Fig. 1: placement view
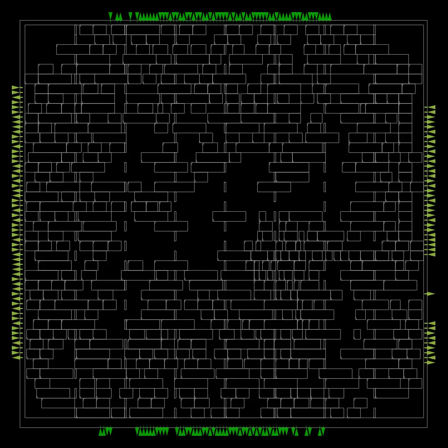
Fig. 2: wiring by layer
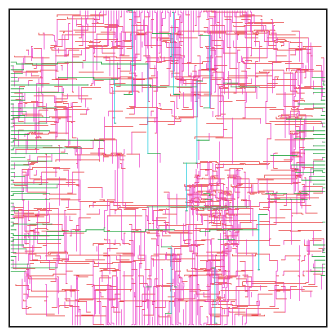
**src/rtl/multdiv_issue_ctrl.sv**
```systemverilog
// multdiv_issue_ctrl: execute-stage issue/stall/writeback control for the iterative multdiv unit.
// Ports: clock/reset, op_* capture, flush, wb_ready, ctrl_* start pulses, operands, multdiv result, stall, wb_*.
module multdiv_issue_ctrl #(
   parameter int TIMEOUT_CYCLES = 40,
   parameter int RSTATUS_REG    = 30,
   parameter int MULT_EXC_CODE  = 4,
   parameter int DIV_EXC_CODE   = 5,
   parameter int TIMEOUT_CODE   = 6
) (
   input  logic        clock,
   input  logic        reset,
   input  logic        op_valid,
   input  logic        op_is_div,
   input  logic [31:0] op_a,
   input  logic [31:0] op_b,
   input  logic [4:0]  op_rd,
   input  logic        flush,
   input  logic        wb_ready,
   output logic        ctrl_MULT,
   output logic        ctrl_DIV,
   output logic [31:0] data_operandA,
   output logic [31:0] data_operandB,
   input  logic [31:0] data_result,
   input  logic        data_exception,
   input  logic        data_resultRDY,
   output logic        stall,
   output logic        wb_valid,
   output logic [4:0]  wb_rd,
   output logic [31:0] wb_data
);

   localparam int CW = $clog2(TIMEOUT_CYCLES + 1);

   typedef enum logic [1:0] {
      S_IDLE,
      S_ISSUE,
      S_BUSY,
      S_WB
   } state_t;

   state_t        r_state;
   state_t        w_next;
   logic          w_cap;
   logic          w_load;
   logic          w_tmo;
   logic [CW-1:0] r_cnt;
   logic [31:0]   r_a;
   logic [31:0]   r_b;
   logic [4:0]    r_rd;
   logic          r_is_div;
   logic [4:0]    r_wb_rd;
   logic [31:0]   r_wb_data;
   logic [31:0]   w_exc_code;

   always_comb begin
      w_next = r_state;
      w_cap  = 1'b0;
      w_load = 1'b0;
      w_tmo  = 1'b0;
      unique case (r_state)
         S_IDLE: begin
            if (op_valid && !flush) begin
               w_next = S_ISSUE;
               w_cap  = 1'b1;
            end
         end
         S_ISSUE: begin
            w_next = flush ? S_IDLE : S_BUSY;
         end
         S_BUSY: begin
            // r_cnt == 0 marks the first BUSY cycle, where ready may be stale
            if (flush) begin
               w_next = S_IDLE;
            end else if (r_cnt == CW'(TIMEOUT_CYCLES - 1)) begin
               w_next = S_WB;
               w_load = 1'b1;
               w_tmo  = 1'b1;
            end else if (data_resultRDY && (r_cnt != '0)) begin
               w_next = S_WB;
               w_load = 1'b1;
            end
         end
         S_WB: begin
            if (flush || wb_ready) begin
               w_next = S_IDLE;
            end
         end
         default: w_next = S_IDLE;
      endcase
   end

   always_ff @(posedge clock or negedge reset) begin
      if (!reset) begin
         r_state <= S_IDLE;
      end else begin
         r_state <= w_next;
      end
   end

   always_ff @(posedge clock or negedge reset) begin
      if (!reset) begin
         r_a      <= '0;
         r_b      <= '0;
         r_rd     <= '0;
         r_is_div <= 1'b0;
      end else if (w_cap) begin
         r_a      <= op_a;
         r_b      <= op_b;
         r_rd     <= op_rd;
         r_is_div <= op_is_div;
      end
   end

   always_ff @(posedge clock or negedge reset) begin
      if (!reset) begin
         r_cnt <= '0;
      end else if (r_state == S_ISSUE) begin
         r_cnt <= '0;
      end else if ((r_state == S_BUSY) && (r_cnt != CW'(TIMEOUT_CYCLES))) begin
         r_cnt <= r_cnt + 1'b1;
      end
   end

   assign w_exc_code = r_is_div ? 32'(DIV_EXC_CODE) : 32'(MULT_EXC_CODE);

   always_ff @(posedge clock or negedge reset) begin
      if (!reset) begin
         r_wb_rd   <= '0;
         r_wb_data <= '0;
      end else if (w_load) begin
         if (w_tmo) begin
            r_wb_rd   <= 5'(RSTATUS_REG);
            r_wb_data <= 32'(TIMEOUT_CODE);
         end else if (data_exception) begin
            r_wb_rd   <= 5'(RSTATUS_REG);
            r_wb_data <= w_exc_code;
         end else begin
            r_wb_rd   <= r_rd;
            r_wb_data <= data_result;
         end
      end
   end

   assign ctrl_MULT     = (r_state == S_ISSUE) && !r_is_div;
   assign ctrl_DIV      = (r_state == S_ISSUE) && r_is_div;
   assign data_operandA = r_a;
   assign data_operandB = r_b;
   assign wb_valid      = (r_state == S_WB);
   assign wb_rd         = r_wb_rd;
   assign wb_data       = r_wb_data;

   // a flush always releases the pipeline in the cycle it is seen
   assign stall = !flush &&
                  (((r_state == S_IDLE) && op_valid) ||
                   (r_state == S_ISSUE) ||
                   (r_state == S_BUSY) ||
                   ((r_state == S_WB) && !wb_ready));

endmodule

```
**config.mk**
```make
export PLATFORM = sky130hd
export DESIGN_NAME = multdiv_issue_ctrl
export DESIGN_NICKNAME = d
export VERILOG_FILES = /design/src/rtl/multdiv_issue_ctrl.sv
export SDC_FILE = /design/constraint.sdc
export NUM_CORES = 1
export LEC_CHECK = 0
export ABC_CLOCK_PERIOD_IN_PS = 2100
export CAP_MARGIN = 20
export CORE_UTILIZATION = 37
export CTS_CLUSTER_DIAMETER = 40
export CTS_CLUSTER_SIZE = 28
export DETAILED_ROUTE_END_ITERATION = 6
export PLACE_DENSITY = 0.76
export SKIP_CTS_REPAIR_TIMING = 1
export SYNTH_ARGS = -nofsm -noshare
export SYNTH_HDL_FRONTEND = slang
export SYNTH_SLANG_ARGS = --single-unit
export TNS_END_PERCENT = 10
```
**constraint.sdc**
```tcl
create_clock -name clock -period 2.1 [get_ports clock]
set_clock_uncertainty 0.2 [all_clocks]
set_input_delay 0.21 -clock clock [delete_from_list [all_inputs] [get_ports clock]]
set_output_delay 0.21 -clock clock [all_outputs]
set_load 0.01 [all_outputs]
```
==> changes_impl.md <==
### Implementation results

* Syn Inst Count at between 300 and 400
* CTS HTree Levels at 4
* Synth flops at roughly 120
* OpenROAD warnings at 30
* Most Crowded Layer GR: met2
* Yosys top cell by area: dfrtp_1
* Pin count of the biggest net entering global routing at between 100 and 150
* Top cells by area: dfrtp_1, mux2_2, a22o_1, mux2_1, buf_4
* Die Wd at 113 um
* DP Worst Slack at -51.3 ps
* Final Util at 62.4%
* Worst Setup End Kind: register
* Crit-path cells: inv_2 -> ha_1 -> or3b_4 -> a21o_1 -> and3_4 -> a22o_1
* WL met3 at about 950 um
* IO buf count at 213
* Fin crit period at between 2000 and 2500 ps
* Met1 GRT Util at 21.3%
* RR Startpoint: r_cnt[1]
* Met2 Wirelength at 5.67 mm
* Worst setup path class: reg -> reg
* Period utilization at a little over nine tenths
* # IOs at roughly 210
* Core Box Area at 0.0120 mm^2
* Crit. Startpoint: r_cnt[1]
* Crit path max fanout at 30
* Async SR Flop Fraction at 100%
* DP HPWL at 7.94 mm
* Relative slew slack at 58.0%
* Post-synth EDFFs at 0
* Vias in the first global route at 3659
* Leakage at 3.22 nW
* M3 GR Usage at around 8.3%
* Fin. Hold Viols at 0
* MaxCap Viol Count at 0
* Unique cell types at 40
* Vias per std cell at 4.99
* Top-area cell share at roughly 63%
* Area growth syn-to-layout at 65.2%
* Most used logic cell in the final layout: clkdlybuf4s50_1
* Top-count cell post-synth: dfrtp_1
* Met2 usage at 30.8%
* Max layer used: met4
* Stages on worst setup path at 6
* WP data arrival at 2140 ps
* Status: complete, no violations
* Setup ws final at 45.1 ps
* Initial core utilization at about 38%
* Worst EP required at roughly 2200 ps
* WL met1 at 4.45 mm
* Initial DRC count at 114
* F_max at 487 MHz
* Antenna violations before repair at 0
* Cell area after synthesis at around 0.0045 mm^2
* Final total power at ~0.009 W
* Final Wtd Congestion at 0.795
* DIE AREA at between 0.01 and 0.015 mm^2
* Share of layout cells above drive strength 1 at between 20% and 30%
* Grt total ovfl at 0
* Crit path buf inv count at 1
* Yosys stat area at 0.00454 mm^2
* Worst-margin pin slew at ~630 ps
* RSZ-0062 raised after global routing: true
* Clock Pin Slew Worst Setup and Hold Paths at 50 ps
* CTS sink cnt at ~120
* PD cells at 1210 mW/mm^2
* FF-to-FF End: wb_data[20]
* Design Area, Final at 0.00750 mm^2
* Delay-heaviest family, CP: simple AND/OR/NAND/NOR gates
* Hold/Removal Path Class: in -> async
* Worst setup path endpoint: wb_data[20]
* Antenna diode count at 0
-- Fig. 1 (at the start) --
row count: 40
seq_cells: 115
post-route insts no fill: 691

-- Fig. 2 (at the start) --
Magenta is metal 2, wire length 5670 um. Green is metal 3, wire length 951 um. Red is metal 1, wire length 4450 um. Cyan is metal 4, wire length 250 um.
Routed WL per cell: 16.4 um
vias: 3446
GRT Resource Usage Total: 18.8%
Routed WL: 11.3 mm

[area by class of cell]
| cell class | instances | area [um^2] |
|---|---|---|
| Clock inverter | 10 | 130 |
| Timing Repair Buffer | 228 | 2290 |
| Multi-Input combinational cell | 165 | 1520 |
| Inverter | 4 | 15.0 |
| Clock buffer | 22 | 474 |
| Fill cell | 965 | 4510 |
| Sequential cell | 115 | 2880 |
| Tap cell | 147 | 184 |
[logic make-up after synthesis]
kind of cell	after synthesis	share of synthesized area, %
simple gates	34	4.77
flops	115	63.4
mux	73	18.0
buf+inv	22	3.06
compound gates	56	10.2
fa+ha+maj	2	0.551
[report_power, final]
group	switching, W	internal (W)	total [W]
Clock	0.000962	0.00195	0.00291
Sequential	0.000380	0.00290	0.00328
Combinational	0.00102	0.00184	0.00286
No activity file was given, so power comes from the tool's default toggle rates.
